[src/rtl/serial_adder_seq_if.sv]
// Operand/result handshake bundle for serial_adder_seq.
// Optional subtract control appears when SERIAL_ADDER_SUB_EN is defined.
interface serial_adder_seq_if #(
   parameter int WIDTH = 8
);
   logic             in_valid;
   logic             in_ready;
   logic [WIDTH-1:0] a_in;
   logic [WIDTH-1:0] b_in;
   logic             c_in;
`ifdef SERIAL_ADDER_SUB_EN
   logic             sub_en;
`endif
   logic             out_valid;
   logic             out_ready;
   logic [WIDTH-1:0] sum_out;
   logic             c_out;

`ifdef SERIAL_ADDER_SUB_EN
   modport master (
      output in_valid, a_in, b_in, c_in, sub_en, out_ready,
      input  in_ready, out_valid, sum_out, c_out
   );
   modport slave (
      input  in_valid, a_in, b_in, c_in, sub_en, out_ready,
      output in_ready, out_valid, sum_out, c_out
   );
`else
   modport master (
      output in_valid, a_in, b_in, c_in, out_ready,
      input  in_ready, out_valid, sum_out, c_out
   );
   modport slave (
      input  in_valid, a_in, b_in, c_in, out_ready,
      output in_ready, out_valid, sum_out, c_out
   );
`endif
endinterface

[src/rtl/serial_adder_seq.sv]
// Bit-serial adder: one full-adder cell, LSB-first, WIDTH clocks per operation.
// Define SERIAL_ADDER_SUB_EN to add a subtract mode (a - b via ~b and carry-in 1).
module serial_adder_seq #(
   parameter int WIDTH = 8
) (
   input  logic              clk,
   input  logic              rst_n,
   serial_adder_seq_if.slave bus
);

   localparam int CW = (WIDTH > 1) ? $clog2(WIDTH) : 1;

   typedef enum logic [1:0] {
      IDLE  = 2'd0,
      SHIFT = 2'd1,
      DONE  = 2'd2
   } state_t;

   state_t           state_q, state_d;
   logic [WIDTH-1:0] a_sr_q, a_sr_d;
   logic [WIDTH-1:0] b_sr_q, b_sr_d;
   logic [WIDTH-1:0] sum_sr_q, sum_sr_d;
   logic             carry_q, carry_d;
   logic [CW-1:0]    count_q, count_d;

   logic             fa_sum;
   logic             fa_carry;

   assign fa_sum   = a_sr_q[0] ^ b_sr_q[0] ^ carry_q;
   assign fa_carry = (a_sr_q[0] & b_sr_q[0]) | (b_sr_q[0] & carry_q) | (carry_q & a_sr_q[0]);

   always_comb begin
      state_d  = state_q;
      a_sr_d   = a_sr_q;
      b_sr_d   = b_sr_q;
      sum_sr_d = sum_sr_q;
      carry_d  = carry_q;
      count_d  = count_q;
      case (state_q)
         IDLE: begin
            if (bus.in_valid) begin
               a_sr_d   = bus.a_in;
               sum_sr_d = '0;
               count_d  = '0;
               state_d  = SHIFT;
`ifdef SERIAL_ADDER_SUB_EN
               b_sr_d   = bus.sub_en ? ~bus.b_in : bus.b_in;
               carry_d  = bus.sub_en ? 1'b1 : bus.c_in;
`else
               b_sr_d   = bus.b_in;
               carry_d  = bus.c_in;
`endif
            end
         end
         SHIFT: begin
            carry_d  = fa_carry;
            a_sr_d   = {1'b0, a_sr_q[WIDTH-1:1]};
            b_sr_d   = {1'b0, b_sr_q[WIDTH-1:1]};
            sum_sr_d = {fa_sum, sum_sr_q[WIDTH-1:1]};
            // The counter saturates on the last bit so it never leaves 0..WIDTH-1.
            if (count_q == CW'(WIDTH - 1)) begin
               state_d = DONE;
            end else begin
               count_d = count_q + CW'(1);
            end
         end
         DONE: begin
            if (bus.out_ready) begin
               state_d = IDLE;
            end
         end
         default: begin
            state_d = IDLE;
         end
      endcase
   end

   always_ff @(posedge clk) begin
      if (!rst_n) begin
         state_q  <= IDLE;
         a_sr_q   <= '0;
         b_sr_q   <= '0;
         sum_sr_q <= '0;
         carry_q  <= 1'b0;
         count_q  <= '0;
      end else begin
         state_q  <= state_d;
         a_sr_q   <= a_sr_d;
         b_sr_q   <= b_sr_d;
         sum_sr_q <= sum_sr_d;
         carry_q  <= carry_d;
         count_q  <= count_d;
      end
   end

   // Handshake flags and result gating decode the state register only.
   assign bus.in_ready  = (state_q == IDLE);
   assign bus.out_valid = (state_q == DONE);
   assign bus.sum_out   = (state_q == DONE) ? sum_sr_q : '0;
   assign bus.c_out     = (state_q == DONE) ? carry_q  : 1'b0;

endmodule
[src/flat_wrapper.sv]
// flat-port wrapper written by rule: the top's interface ports become plain ports
module serial_adder_seq_flat 
#(
   parameter int WIDTH = 8
)
  (clk, rst_n, bus_in_valid, bus_a_in, bus_b_in, bus_c_in, bus_out_ready, bus_in_ready, bus_out_valid, bus_sum_out, bus_c_out);
  serial_adder_seq_if #(.WIDTH(WIDTH)) bus_i ();
  input  logic clk;
  input  logic rst_n;
  input wire logic [$bits(bus_i.in_valid)-1:0] bus_in_valid;
  input wire logic [$bits(bus_i.a_in)-1:0] bus_a_in;
  input wire logic [$bits(bus_i.b_in)-1:0] bus_b_in;
  input wire logic [$bits(bus_i.c_in)-1:0] bus_c_in;
  input wire logic [$bits(bus_i.out_ready)-1:0] bus_out_ready;
  output wire logic [$bits(bus_i.in_ready)-1:0] bus_in_ready;
  output wire logic [$bits(bus_i.out_valid)-1:0] bus_out_valid;
  output wire logic [$bits(bus_i.sum_out)-1:0] bus_sum_out;
  output wire logic [$bits(bus_i.c_out)-1:0] bus_c_out;
  assign bus_i.in_valid = bus_in_valid;
  assign bus_i.a_in = bus_a_in;
  assign bus_i.b_in = bus_b_in;
  assign bus_i.c_in = bus_c_in;
  assign bus_i.out_ready = bus_out_ready;
  assign bus_in_ready = bus_i.in_ready;
  assign bus_out_valid = bus_i.out_valid;
  assign bus_sum_out = bus_i.sum_out;
  assign bus_c_out = bus_i.c_out;
  serial_adder_seq #(.WIDTH(WIDTH)) u_core (.clk(clk), .rst_n(rst_n), .bus(bus_i));
endmodule
[config.mk]
export PLATFORM = sky130hd
export DESIGN_NAME = serial_adder_seq_flat
export DESIGN_NICKNAME = d
export VERILOG_FILES = /design/src/rtl/serial_adder_seq_if.sv /design/src/rtl/serial_adder_seq.sv /design/src/flat_wrapper.sv
export SDC_FILE = /design/constraint.sdc
export NUM_CORES = 1
export LEC_CHECK = 0
export ABC_CLOCK_PERIOD_IN_PS = 2600
export CAP_MARGIN = 20
export CORE_MARGIN = 2
export CORE_UTILIZATION = 53
export DETAILED_ROUTE_END_ITERATION = 8
export PLACE_DENSITY = 0.83
export SLEW_MARGIN = 20
export SYNTH_ARGS = -nofsm -noshare
export SYNTH_HDL_FRONTEND = slang
export SYNTH_SLANG_ARGS = --single-unit
[constraint.sdc]
create_clock -name clk -period 2.6 [get_ports clk]
set_input_delay 0.39 -clock clk [delete_from_list [all_inputs] [get_ports clk]]
set_output_delay 0.39 -clock clk [all_outputs]
set_load 0.02 [all_outputs]
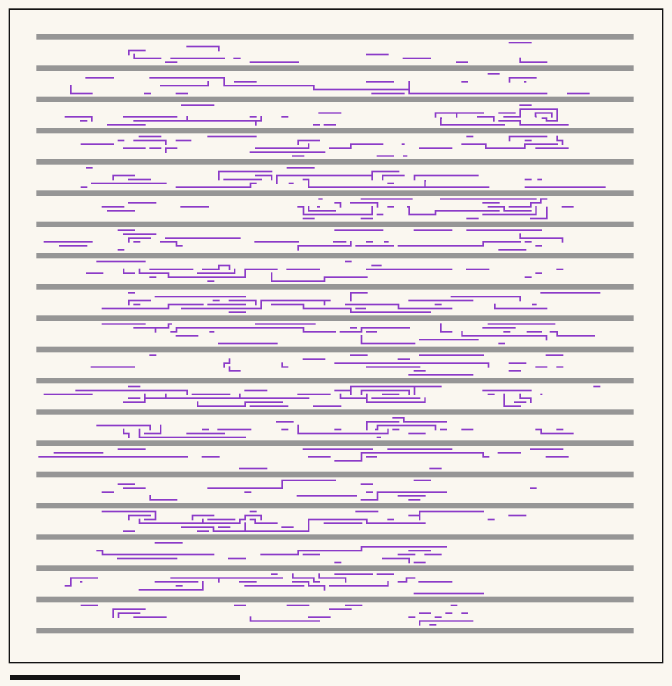
*Met1 routing*
Scale bar: 20 um. Supply wires on this layer in grey.
- wire length on this layer: 1,150 um
- longest straight run: 15.6 um
- main direction: horizontal
- nets with wire on the layer: 171
- share of all routed wire: 43%
grt met1 use: 18.29%
DRT Wirelength: 2694 um

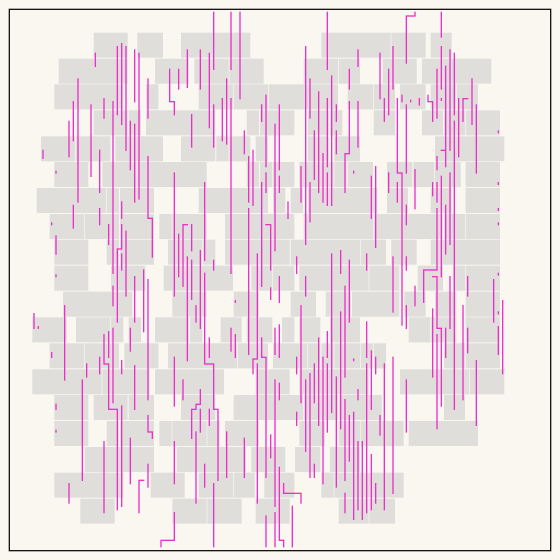
*Signal wires on met2*
- share of all routed wire: 50%
- main direction: vertical
- nets with wire on the layer: 171
- longest straight run: 30.3 um
grt met2 use: 32.23%
DR vias: 1,140

==> GITHUB_STEP_SUMMARY <==
## PnR job results

| Metric | Value |
|---|---|
| Slew margin rel. | `between 30 and 40%` |
| Fin Setup TNS | `0 ns` |
| NetSw | `between 0.0002 and 0.00025 W` |
| Routability cong. | `between 0.7 and 0.8` |
| Number of antenna violations at the first check in global routing | `0` |
| Deepest clock path buffer count | `2` |
| Status | `complete, no violations` |
| Dpl cells | `201` |
| Total power | `roughly 0.001 W` |
| Worst Path Required | `2.21 ns` |
| Final instance area | `between 1500 and 2000 um2` |
| Post-DP HPWL | `approximately 1800 um` |
| WHS Path Cells | `1` |
| Arrival @ worst endpoint | `1.95 ns` |
| Unique cell types | `26` |
| FP Rows | `19` |
| Seq pwr share | `between 50% and 60%` |
| Leak | `0.8125 nW` |
| Final Critical Period | `2.337 ns` |
| Final worst slack | `between 0.2 and 0.3 ns` |
| Diode count | `0` |
| Input/output buffers | `31` |
| Hold slack final | `0.5076 ns` |
| Switching Share | `approximately 24%` |
| Worst Hold Path EP | `u_core.b_sr_q[5]` |
| Cycle use final | `89.88%` |
| Final ANT Viol Nets | `0` |
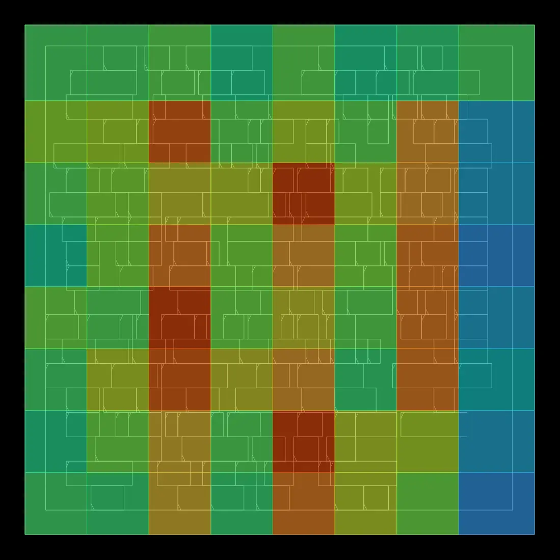
*Routing congestion*
Most Crowded Layer GR: met2
met3 usage: 7.834%
Core Util, Final: 67.86%
GRT Total Usage: 18.16%
routed wire length per instance: 12.89 um

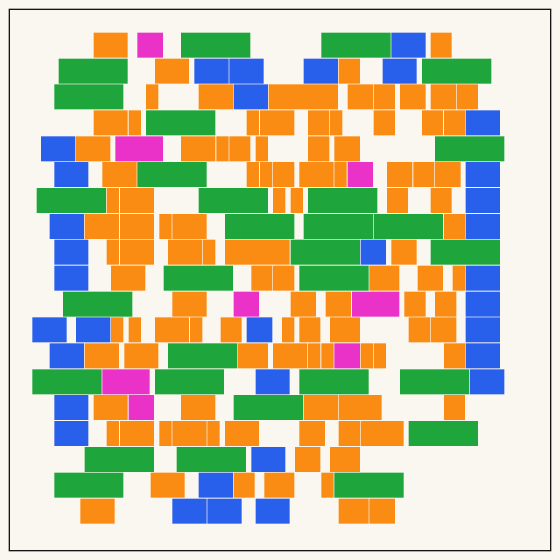
*Placement by cell class*
- magenta: clock drivers and dummy loads (cells 8; share of their area 4.4%)
- green: flip-flops (cells 30; share of their area 34%)
- blue: other buffers and delay cells (cells 33; share of their area 18%)
- orange: all other logic (cells 107; share of their area 44%)

[state kept, by name, summed over array words and instances (netlist names)]
name / cells
u_core.a_sr_q: 8
u_core.b_sr_q: 8
u_core.sum_sr_q: 8
u_core.count_q: 3
u_core.state_q: 2
u_core.carry_q: 1
[cells in the mapped netlist, drive strengths merged (2+ instances only)]
cell type	count	area (um2)
a22oi	9	67.56
inv	6	22.52
and3	2	12.51
o211a	12	120.1
a32oi	4	35.03
nand2	20	75.07
ha	2	25.02
dfxtp	30	600.6
nor2	2	7.510
a21boi	3	22.52
buf	9	85.08
mux2i	15	150.1
nor2b	14	87.58
and2	10	62.56
clkbuf	3	11.26
[how the worst max path moves through the flow]
stage / depth (start not counted) / from / to
after global placement: 3 / u_core.state_q[1] / bus_sum_out[7]
after detailed placement: 3 / u_core.state_q[1] / bus_sum_out[1]
after CTS: 3 / u_core.state_q[1] / bus_sum_out[1]
after floorplan: 3 / u_core.state_q[1] / bus_c_out
final: 3 / u_core.state_q[1] / bus_sum_out[1]
after global routing: 3 / u_core.state_q[1] / bus_sum_out[4]
[layer usage]
metal  part of all wire, %  global-route usage (%)  routed length [um]
met5                     0                       0                   0
met4                   1.7                   7.973                  45
met3                   6.2                   7.834                 166
met2                    50                   32.23                1336
met1                    43                   18.29                1146
[critical path, cell delays in order, from the launching register on]
cell	delay, ns
dfxtp_1	0.47
nor2b_2	0.37
and2_1	0.18
clkdlybuf4s50_1	0.60
[layout make-up]
type / instances / area, um2
fillers: 244 / 863.3
multi-input cells: 101 / 757.0
flip-flops and latches: 30 / 600.6
repair buffers: 33 / 325.3
clock buffers: 8 / 78.83
well taps: 31 / 38.79
inverters: 6 / 22.52
[timing repair]
item,in CTS,in global routing
endpoints found under the hold margin,0,0
gates resized,0,1
setup endpoints to repair,0,9
Power figures rest on the tool's default switching activity, not on a simulated workload.
